$ cat config.mk
export PLATFORM = sky130hd
export DESIGN_NAME = systolic_array_scheduler
export DESIGN_NICKNAME = d
export VERILOG_FILES = /design/src/rtl/systolic_pkg.sv /design/src/rtl/systolic_feed_skew.sv /design/src/rtl/systolic_array_scheduler.sv
export SDC_FILE = /design/constraint.sdc
export NUM_CORES = 1
export LEC_CHECK = 0
export CAP_MARGIN = 20
export CORE_AREA = 2 2 227 229
export CTS_BUF_LIST = sky130_fd_sc_hd__clkbuf_4
export DETAILED_ROUTE_END_ITERATION = 10
export DIE_AREA = 0 0 229 231
export PLACE_DENSITY = 0.65
export REMOVE_ABC_BUFFERS = 1
export SYNTH_ARGS = -nofsm -noshare
export SYNTH_HDL_FRONTEND = slang
export SYNTH_SLANG_ARGS = --single-unit
$ cat constraint.sdc
create_clock -name i_clk -period 5.5 [get_ports i_clk]
set_clock_uncertainty 0.05 [all_clocks]
set_input_delay 1.65 -clock i_clk [delete_from_list [all_inputs] [get_ports i_clk]]
set_output_delay 1.65 -clock i_clk [all_outputs]
set_load 0.02 [all_outputs]
$ cat src/rtl/systolic_pkg.sv
// Shared types and timing constants for the 4x4 systolic array scheduler.
// Imported by the scheduler top and its feed-skew sub-module.
package systolic_pkg;

    localparam int N            = 4;
    localparam int DATA_W       = 8;
    localparam int PE_LATENCY   = 1;

    localparam int FEED_CYCLES  = 2 * N - 1;
    localparam int DRAIN_CYCLES = N - 1 + PE_LATENCY;
    localparam int CNT_W        = $clog2(FEED_CYCLES + DRAIN_CYCLES);

    typedef logic [N-1:0][N-1:0][DATA_W-1:0] matrix_t;
    typedef logic [N-1:0][DATA_W-1:0]        vector_t;
    typedef logic [CNT_W-1:0]                cnt_t;

    typedef enum logic [2:0] {
        IDLE,
        CLEAR,
        FEED,
        DRAIN,
        DONE
    } state_t;

endpackage

$ cat src/rtl/systolic_feed_skew.sv
// Combinational wavefront skew: row i gets A[i][t-i], column j gets B[t-j][j].
// All feeds are zero whenever the feed phase is not active.
module systolic_feed_skew
    import systolic_pkg::*;
(
    input  logic [N-1:0][N-1:0][DATA_W-1:0] i_a,
    input  logic [N-1:0][N-1:0][DATA_W-1:0] i_b,
    input  logic [CNT_W-1:0]                i_t,
    input  logic                            i_active,
    output logic [N-1:0][DATA_W-1:0]        o_rowFeed,
    output logic [N-1:0][DATA_W-1:0]        o_colFeed
);

    always_comb begin
        o_rowFeed = '0;
        o_colFeed = '0;
        if (i_active) begin
            for (int i = 0; i < N; i++) begin
                for (int k = 0; k < N; k++) begin
                    // Element k of lane i enters on the anti-diagonal t = i + k.
                    if (i_t == cnt_t'(i + k)) begin
                        o_rowFeed[i] = i_a[i][k];
                        o_colFeed[i] = i_b[k][i];
                    end
                end
            end
        end
    end

endmodule

$ cat src/rtl/systolic_array_scheduler.sv
// Sequencer for the NxN systolic multiplier: accept A/B, clear PEs, feed
// skewed operands, drain the wavefront, then hold C until consumed.
module systolic_array_scheduler
    import systolic_pkg::*;
(
    input  logic                            i_clk,
    input  logic                            i_arst,
    input  logic [N-1:0][N-1:0][DATA_W-1:0] i_a,
    input  logic [N-1:0][N-1:0][DATA_W-1:0] i_b,
    input  logic                            i_validInput,
    output logic                            o_readyInput,
    output logic [N-1:0][DATA_W-1:0]        o_rowFeed,
    output logic [N-1:0][DATA_W-1:0]        o_colFeed,
    output logic                            o_peClear,
    output logic                            o_peEnable,
    input  logic [N-1:0][N-1:0][DATA_W-1:0] i_peResult,
    output logic [N-1:0][N-1:0][DATA_W-1:0] o_c,
    output logic                            o_validResult,
    input  logic                            i_readyResult,
    output logic                            o_busy
);

    state_t  state_q, state_d;
    cnt_t    cnt_q, cnt_d;
    matrix_t a_q, a_d;
    matrix_t b_q, b_d;
    matrix_t c_q, c_d;
    logic    feed_act;

    always_ff @(posedge i_clk) begin
        if (i_arst) begin
            state_q <= IDLE;
            cnt_q   <= '0;
            a_q     <= '0;
            b_q     <= '0;
            c_q     <= '0;
        end else begin
            state_q <= state_d;
            cnt_q   <= cnt_d;
            a_q     <= a_d;
            b_q     <= b_d;
            c_q     <= c_d;
        end
    end

    always_comb begin
        state_d       = state_q;
        cnt_d         = cnt_q + 1'b1;
        a_d           = a_q;
        b_d           = b_q;
        c_d           = c_q;
        o_readyInput  = 1'b0;
        o_peClear     = 1'b0;
        o_peEnable    = 1'b0;
        o_validResult = 1'b0;
        feed_act      = 1'b0;
        unique case (state_q)
            IDLE: begin
                o_readyInput = 1'b1;
                cnt_d        = '0;
                if (i_validInput) begin
                    a_d     = i_a;
                    b_d     = i_b;
                    state_d = CLEAR;
                end
            end
            CLEAR: begin
                o_peClear = 1'b1;
                cnt_d     = '0;
                state_d   = FEED;
            end
            FEED: begin
                o_peEnable = 1'b1;
                feed_act   = 1'b1;
                if (cnt_q == cnt_t'(FEED_CYCLES - 1)) begin
                    cnt_d   = '0;
                    state_d = DRAIN;
                end
            end
            DRAIN: begin
                o_peEnable = 1'b1;
                // PE accumulators are final during the last drain cycle.
                if (cnt_q == cnt_t'(DRAIN_CYCLES - 1)) begin
                    cnt_d   = '0;
                    c_d     = i_peResult;
                    state_d = DONE;
                end
            end
            DONE: begin
                o_validResult = 1'b1;
                cnt_d         = '0;
                if (i_readyResult) begin
                    state_d = IDLE;
                end
            end
            default: begin
                cnt_d   = '0;
                state_d = IDLE;
            end
        endcase
    end

    systolic_feed_skew u_skew (
        .i_a       (a_q),
        .i_b       (b_q),
        .i_t       (cnt_q),
        .i_active  (feed_act),
        .o_rowFeed (o_rowFeed),
        .o_colFeed (o_colFeed)
    );

    assign o_c    = c_q;
    assign o_busy = (state_q != IDLE);

endmodule
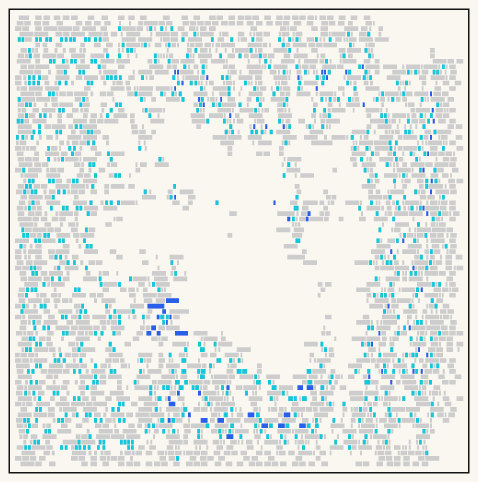
logic_types.png
Drawn at 2 px/µm.
| family | color | cells | most used |
|---|---|---|---|
| inverting AOI/OAI gates | cyan | 648 | a21oi_1 |
| NOR gates | blue | 77 | nor2_1 |
most frequent logic cell in the layout: clkdlybuf4s50_1
Post-Layout Cell Count: 3,465
logic share of the area: 32.3%

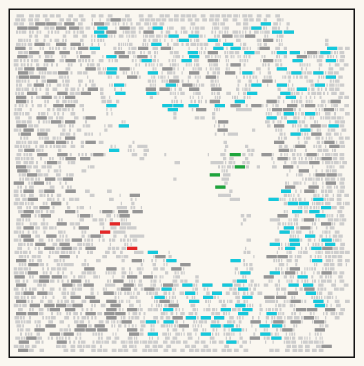
flops_by_reg.png
Drawn at 1.5 px/µm. Other sequential cells in the stronger gray, the rest of the logic in the fainter gray.
| netlist name | color | sequential cells |
|---|---|---|
| b_q | cyan | 128 |
| state_q | red | 3 |
| cnt_q | green | 4 |
Final Util: 47.8%
sequential power: 3.04 mW
FF+latch area: 0.00783 mm²
Seq area share: 32.3%

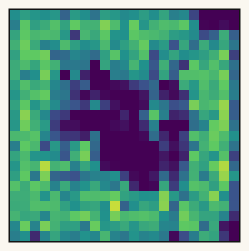
cell_density.png
Drawn at 1 px/µm. The die is cut into 23 by 23 equal tiles; dark purple is low, yellow is high, 0 to 100% covered.
tiles over 75% full: 6.8%
fullest tile: 91%
nearly empty tiles: 12%
emptiest ninth of the die: center
mean over tiles: 44%
Init Core Util: 33.2%
core area: 0.0507 mm²

==> impl_metrics.tcl <==
# place-and-route summary
set metrics [dict create \
    status "finished, final reports clean" \
    firstDrtPassIters 7 \
    synth-xor-area-share_pct 0.104 \
    vias 18200 \
    tightest_slew_ns 0.983 \
    crit_path_end "o_rowFeed[11]" \
    period_minus_slack_ns 5.29 \
    hold_path_depth 2 \
    ff2ff_setup_slack_ns 2.64 \
    cp-end-kind "output port" \
    mi_logic_area_mm2 0.00782 \
    post-route-drc-count 0 \
    clkPwrFrac_pct 41.0 \
    peakVddDrop_v 0.000200 \
    worst-path-stages 6 \
    crit_path_top_delay_cell "or4b_4" \
    max_slew_margin_pct 34.5 \
    h-tree-depth 3 \
    startpoint_type "flip-flop" \
    clkTransAtPathRegs_ns 0.06 \
    final_layout_size_suffix_gt1_share_pct 9.87 \
    route.detailed.wl_per_inst_um 19.4 \
    first_iter_violations 1423 \
    ys_cells 2190 \
    r2r_cells 6 \
    wl_met2_mm 32.5 \
    nFillCells 5041 \
    cts_max_path_buffers 3 \
    hp-class "reg -> reg" \
    r2r_start "cnt_q[0]" \
    leakage_nw 8.31 \
    arrival_ns 3.59 \
    hold_viol_final 0 \
    die_area_mm2 0.0529 \
    crit_buf_inv 2 \
    grt_pass1_wl_mm 101 \
    area_growth_syn_to_layout_pct 44.1 \
    synthFlopType "dfxtp_1" \
    timing.fmax_mhz 189 \
    crit_family "simple AND/OR/NAND/NOR gates" \
]
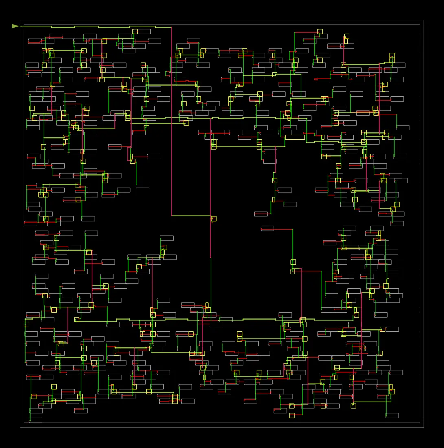
clocks.png
sequential cells: 391
clk sinks: 391
CLK BUF: 160

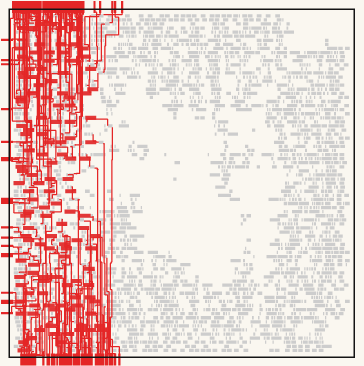
io_fan.png
Drawn at 1.5 px/µm.
| port | color | bits | direction | edge | end cells | buffers | wire |
|---|---|---|---|---|---|---|---|
| o_c | red | 128 | output | 56 north, 53 south, 19 west | 128 | 128 | 8,120 µm |
Port Buf Inserts: 584
IO Pins: 585

sequential cells by signal (all words and copies together) (netlist names):
name and cells:
a_q 128, o_c 128, cnt_q 4, b_q 128, state_q 3
worst reg2reg max path, cell delays in order (launching register included):
cell	delay (ns)
dfxtp_1	0.45
ha_4	0.40
buf_12	0.30
nor3b_4	0.41
buf_4	0.70
nand3_1	0.31
a21oi_1	0.17
layout make-up:
class | count | area share [%]
flip-flops and latches | 391 | 32.3
clock inverters | 35 | 0.707
well taps | 680 | 3.51
inverters | 20 | 0.310
repair buffers | 620 | 25.9
clock buffers | 160 | 4.96
diodes | 8 | 0.0826
multi-input cells | 1551 | 32.3
cells by family after synthesis:
family,after synthesis
compound gates,713
xor+xnor,2
flops,391
fa+ha+maj,4
simple gates,832
buf+inv,248
No activity file was given, so power comes from the tool's default toggle rates.
